[config.mk]
export PLATFORM = sky130hd
export DESIGN_NAME = wb_arbiter
export DESIGN_NICKNAME = d
export VERILOG_FILES = /design/src/rtl/wb_arbiter.sv
export SDC_FILE = /design/constraint.sdc
export NUM_CORES = 1
export LEC_CHECK = 0
export CAP_MARGIN = 20
export CORE_ASPECT_RATIO = 1.1
export CORE_MARGIN = 2
export CORE_UTILIZATION = 48
export DETAILED_ROUTE_END_ITERATION = 12
export DONT_BUFFER_PORTS = 1
export PLACE_DENSITY = 0.72
export SETUP_SLACK_MARGIN = 0.05
export SLEW_MARGIN = 20
export SYNTH_ARGS = -nofsm -noshare
export SYNTH_HDL_FRONTEND = slang
export SYNTH_SLANG_ARGS = --single-unit
[constraint.sdc]
create_clock -name clk -period 9.4 [get_ports clk]
set_input_delay 1.88 -clock clk [delete_from_list [all_inputs] [get_ports clk]]
set_output_delay 1.88 -clock clk [all_outputs]
set_load 0.01 [all_outputs]
[src/rtl/wb_arbiter.sv]
// Write-back arbiter: owns the register-file write port, merging ALU results with
// FIFO-buffered, extended load returns, and emits a registered commit stream.
module wb_arbiter #(
    parameter  int unsigned FIFO_DEPTH = 2,
    parameter  int unsigned MAX_WAIT   = 4,
    localparam int unsigned REG_W      = 64,
    localparam int unsigned ADDR_W     = 5
) (
    input  logic              clk,
    input  logic              rst,
    input  logic              alu_valid_i,
    output logic              alu_ready_o,
    input  logic [ADDR_W-1:0] alu_waddr_i,
    input  logic [REG_W-1:0]  alu_wdata_i,
    input  logic [REG_W-1:0]  alu_pc_i,
    input  logic              lsu_valid_i,
    output logic              lsu_ready_o,
    input  logic [ADDR_W-1:0] lsu_waddr_i,
    input  logic [REG_W-1:0]  lsu_rdata_i,
    input  logic [1:0]        lsu_size_i,
    input  logic              lsu_signed_i,
    input  logic [REG_W-1:0]  lsu_pc_i,
    output logic              we_o,
    output logic [ADDR_W-1:0] waddr_o,
    output logic [REG_W-1:0]  wdata_o,
    output logic              commit_valid_o,
    output logic [REG_W-1:0]  commit_pc_o,
    output logic [63:0]       commit_cnt_o
);

    localparam int unsigned PTR_W = (FIFO_DEPTH > 1) ? $clog2(FIFO_DEPTH) : 1;
    localparam int unsigned CNT_W = PTR_W + 1;
    localparam int unsigned AGE_W = 3;

    typedef struct packed {
        logic [ADDR_W-1:0] waddr;
        logic [REG_W-1:0]  data;
        logic [REG_W-1:0]  pc;
    } wb_entry_t;

    wb_entry_t         fifo_q [FIFO_DEPTH];
    logic [PTR_W-1:0]  wr_ptr_q, wr_ptr_d;
    logic [PTR_W-1:0]  rd_ptr_q, rd_ptr_d;
    logic [CNT_W-1:0]  count_q, count_d;
    logic [AGE_W-1:0]  age_q, age_d;

    logic              we_q, we_d;
    logic [ADDR_W-1:0] waddr_q, waddr_d;
    logic [REG_W-1:0]  wdata_q, wdata_d;
    logic              cv_q, cv_d;
    logic [REG_W-1:0]  pc_q, pc_d;
    logic [63:0]       cnt_q, cnt_d;

    logic              force_load;
    logic              fifo_empty;
    logic              push;
    logic              pop;
    logic              take_alu;
    logic [REG_W-1:0]  ext_data;
    wb_entry_t         push_entry;
    wb_entry_t         sel_entry;

    // Ready signals depend only on registered state.
    assign fifo_empty  = (count_q == '0);
    assign force_load  = (age_q >= AGE_W'(MAX_WAIT));
    assign alu_ready_o = ~force_load;
    assign lsu_ready_o = (count_q < CNT_W'(FIFO_DEPTH));

    assign push     = lsu_valid_i & lsu_ready_o;
    assign pop      = ~fifo_empty & (force_load | ~alu_valid_i);
    assign take_alu = alu_valid_i & alu_ready_o;

    // Load data is extended once, at push time.
    always_comb begin
        ext_data = lsu_rdata_i;
        case (lsu_size_i)
            2'b00:   ext_data = {{(REG_W-8){lsu_signed_i & lsu_rdata_i[7]}}, lsu_rdata_i[7:0]};
            2'b01:   ext_data = {{(REG_W-16){lsu_signed_i & lsu_rdata_i[15]}}, lsu_rdata_i[15:0]};
            2'b10:   ext_data = {{(REG_W-32){lsu_signed_i & lsu_rdata_i[31]}}, lsu_rdata_i[31:0]};
            default: ext_data = lsu_rdata_i;
        endcase
    end

    assign push_entry = '{waddr: lsu_waddr_i, data: ext_data, pc: lsu_pc_i};

    always_comb begin
        wr_ptr_d  = wr_ptr_q;
        rd_ptr_d  = rd_ptr_q;
        count_d   = count_q;
        age_d     = age_q;
        we_d      = 1'b0;
        cv_d      = 1'b0;
        waddr_d   = waddr_q;
        wdata_d   = wdata_q;
        pc_d      = pc_q;
        cnt_d     = cnt_q;
        sel_entry = fifo_q[rd_ptr_q];

        if (take_alu) begin
            sel_entry = '{waddr: alu_waddr_i, data: alu_wdata_i, pc: alu_pc_i};
        end

        if (push) begin
            wr_ptr_d = PTR_W'(wr_ptr_q + 1'b1);
        end
        if (pop) begin
            rd_ptr_d = PTR_W'(rd_ptr_q + 1'b1);
        end
        if (push && !pop) begin
            count_d = CNT_W'(count_q + 1'b1);
        end else if (!push && pop) begin
            count_d = CNT_W'(count_q - 1'b1);
        end

        // Age of the head entry; saturates so it can never wrap back below MAX_WAIT.
        if (pop || fifo_empty) begin
            age_d = '0;
        end else if (age_q != '1) begin
            age_d = AGE_W'(age_q + 1'b1);
        end

        if (pop || take_alu) begin
            we_d    = |sel_entry.waddr;
            cv_d    = 1'b1;
            waddr_d = sel_entry.waddr;
            wdata_d = sel_entry.data;
            pc_d    = sel_entry.pc;
            cnt_d   = cnt_q + 64'd1;
        end
    end

    always_ff @(posedge clk or posedge rst) begin
        if (rst) begin
            wr_ptr_q <= '0;
            rd_ptr_q <= '0;
            count_q  <= '0;
            age_q    <= '0;
            we_q     <= 1'b0;
            waddr_q  <= '0;
            wdata_q  <= '0;
            cv_q     <= 1'b0;
            pc_q     <= '0;
            cnt_q    <= '0;
        end else begin
            wr_ptr_q <= wr_ptr_d;
            rd_ptr_q <= rd_ptr_d;
            count_q  <= count_d;
            age_q    <= age_d;
            we_q     <= we_d;
            waddr_q  <= waddr_d;
            wdata_q  <= wdata_d;
            cv_q     <= cv_d;
            pc_q     <= pc_d;
            cnt_q    <= cnt_d;
        end
    end

    // Payload storage needs no reset: the count alone decides what is valid.
    always_ff @(posedge clk) begin
        if (push) begin
            fifo_q[wr_ptr_q] <= push_entry;
        end
    end

    assign we_o           = we_q;
    assign waddr_o        = waddr_q;
    assign wdata_o        = wdata_q;
    assign commit_valid_o = cv_q;
    assign commit_pc_o    = pc_q;
    assign commit_cnt_o   = cnt_q;

endmodule

**Logic cells by family**

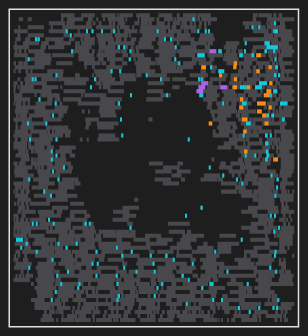
family	colour	cells
AND and OR gates	orange	26
adder and majority cells	purple	5
NOR gates	cyan	186
most numerous logic cell after layout: edfxtp_1
Comb area share: 0.272
Finished Layout Cells: 2103

**Layout detail**

Scale bar: 10 µm. Window x 36 to 61, y 41 to 66 µm. Cells in grey, sequential cells in the stronger grey; small squares are vias.
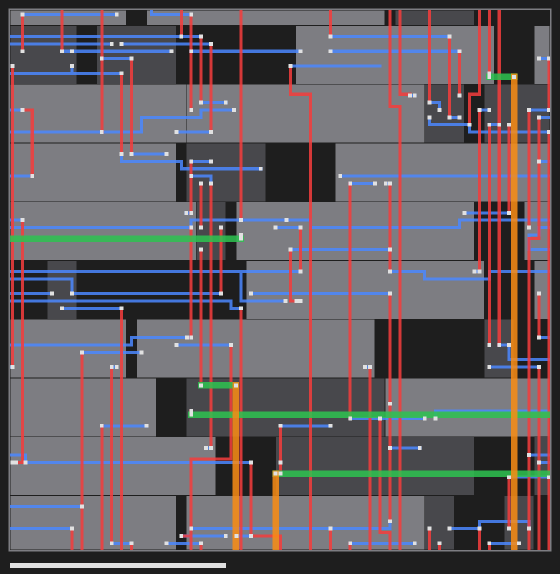
layer	colour
metal 3	green
metal 2	red
metal 4	orange
metal 1	blue
cells with their middle in the window	26
most frequent	edfxtp_1 (13), nor2_1 (5), mux2i_1 (4)
netlist names of flops here include	fifo_q (13), wdata_o (1)
sequential cells in the window	14

==> deck_impl_summary.md <==
Run Summary

Cells and area
  – Post-route cell area: 21300 µm²
  – Biggest Area Class: sequential cells
  – Fill cells: 3344
  – Biggest register: fifo_q
  – Sequential share of cell area: 0.617
  – MI comb cells: 1004
  – Non-clk invs: 8
  – Flop count: 472
  – Non-Clock Buffer Count: 13
  – Layout cells sized above 1: 0.0649
  – Top Layout Cells: edfxtp_1 (266), dfrtp_1 (205), nand2_1 (201)
  – Register area: 13100 µm²
  – N_diodes: 3
  – Nets: 1825
  – # clk buffers: 73
  – Comb area: 5800 µm²
  – Final core utilization: 0.534
  – Clk tree area frac: 0.0740
  – Final-layout non-clock buffer area share: 0.00516
  – Max reg flops: 266

STA
  – Pins Over Slew Limit: 0
  – Skew final: 0.0149 ns
  – Worst rel slew slack: 0.285
  – Post-route minimum period: 4.01 ns
  – Final Hold Fails: 0
  – Fin worst setup slack: 5.39 ns
  – Final setup fails: 0
  – FMAX: 250 MHz
  – RSZ-0062 raised after global routing: no
  – Setup tns final: 0 ns
  – Worst slew pin tran: 1.07 ns

Clock tree
  – Hold-fix buffers, CTS: 0
  – CTS Buf Count: 48
  – Clk pin slew, worst setup/hold paths: 0.06 ns
  – Max H-tree Level: 2
  – PostCTS Resize Cnt: 0
  – Setup bufs post-CTS: 0
  – Maximum clock path buffer count: 3
  – Root buf cell: clkbuf_16
  – TritonCTS clock tree: done
  – Clock sink total: 472
  – Latency at later pin: 0.58 ns

Placed design
  – Dpl cell area: 19700 µm²
  – Final Wtd Congestion: 0.916
  – PortBufs: 0
  – Detailed placement HPWL: 30.8 mm
  – Placed insts: 2010
  – Pre-CTS setup slack: 4.75 ns

Pwr
  – Clk pwr share: 0.298
  – Peak VDD IR: 146 µV
  – Switch Pwr: 2070 µW
  – Internal Power: 4290 µW
  – Comb power frac: 0.214
  – Sw Ratio: 0.325
  – Flop pwr share: 0.488
  – Leakage power: 0.00867 µW
  – PwrDens: 298 nW/µm²

Global routing
  – Initial antenna violation count: 4
  – Largest net degree at the start of global routing: 270
  – GRT overflow: 0
  – Number of global-route vias before repair: 12000

Setup path
  – Worst setup startpoint: alu_valid_i
  – CP endpoint: commit_cnt_o[40]$_DFFE_PP0P_
  – R2R cell count: 6
  – FF-to-FF End: commit_cnt_o[40]$_DFFE_PP0P_
  – Crit path DAT: 4.50 ns
  – Crit. End Element: flip-flop
  – Critical Path Source Type: input port
  – Crit path DRT: 9.90 ns
  – R2R Path Start: age_q[2]$_DFFE_PP0P_
  – Reg2Reg Setup Slack: 6.18 ns
  – Critical path class: input port to flip-flop

Flow run
  – Maxcap violations: 0
  – OpenROAD warnings: 31

Synth
  – Area leader share: 0.414
  – Main flop type: edfxtp_1
  – Mapped cell area: 19300 µm²
  – Avg Cell Area, Syn: 12.2 µm²
  – Simple-gate area share of the yosys netlist: 0.114
  – Mux share: 0.0706
  – Post-Syn Nets: 1855
  – Synth cell types: 40
  – Synth async-reset ratio: 0.436
  – Top cells by area: edfxtp_1 (41%), dfrtp_1 (27%), mux2i_1 (7.0%)
  – Synth warn: 0
  – AO/OA Area Share: 0.0800
  – Yosys cell count: 1577
  – Most area-hungry cell type in the Yosys netlist: edfxtp_1
  – Commonest cells post-synth: edfxtp_1 (266), dfrtp_1 (206), nand2_1 (201)
  – Post-synth seq share: 0.681
  – Synth top cell by count: edfxtp_1
  – Comb area leader: simple AND/OR/NAND/NOR gates

Route
  – Via density: 5.69
  – Drt drc: 0
  – Post-DRT Antenna Nets: 0
  – WL/cell: 21.6 µm
  – WL final: 45.5 mm
  – DR pass1 iterations: 5
  – Detailed Route Iter0 Violations: 683

Die
  – Cell Rows: 77
  – Tapcells: 513
  – Die area: 41800 µm²
  – Pre-Place Util: 0.484
  – Die Y: 214 µm
  – Die W: 195 µm
  – # IOs: 474
  – Core area: 39900 µm²

Hold path
  – Min-Delay Path Class: flip-flop to flip-flop
  – Hold path endpoint: wr_ptr_q$_DFFE_PP0P_

Status
  – Status: finished clean
**Routing congestion map**

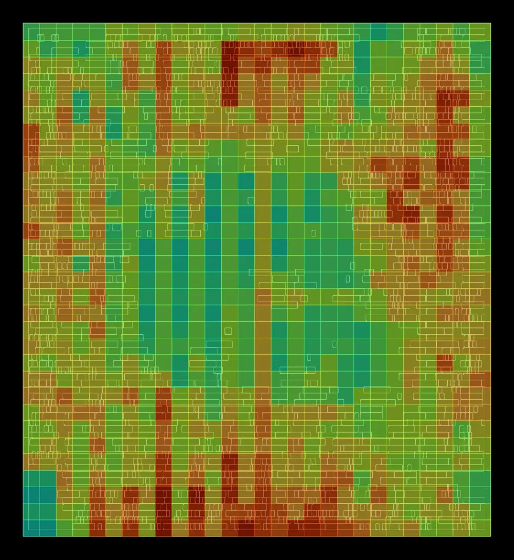
global-route track usage on met3: 0.0728
gr usage total: 0.215

worst max-delay path: stages:
cell and delay, ns:
nor2b_4 0.13, buf_12 0.60, nor2_1 0.46, or4b_1 0.86, nor3_1 0.33, xor2_1 0.18
routing by layer:
layer | track usage | vias up | part of all wire
met1 | 0.256 | 5892 | 0.38
met3 | 0.0728 | 90 | 0.088
met2 | 0.363 | 438 | 0.50
met4 | 0.0809 | 0 | 0.031
met5 | 0 | - | 0
li1 | - | 5551 | -
power by group through the flow:
stage / clock network, µW / registers (µW) / logic (µW)
after global routing: 2020 / 3140 / 1540
after floorplan: 0 / 3040 / 1100
after CTS: 1940 / 3100 / 1390
after global placement: 0 / 3120 / 1350
final: 1890 / 3100 / 1360
after detailed placement: 0 / 3140 / 1390
Power and IR drop assume default switching activity.
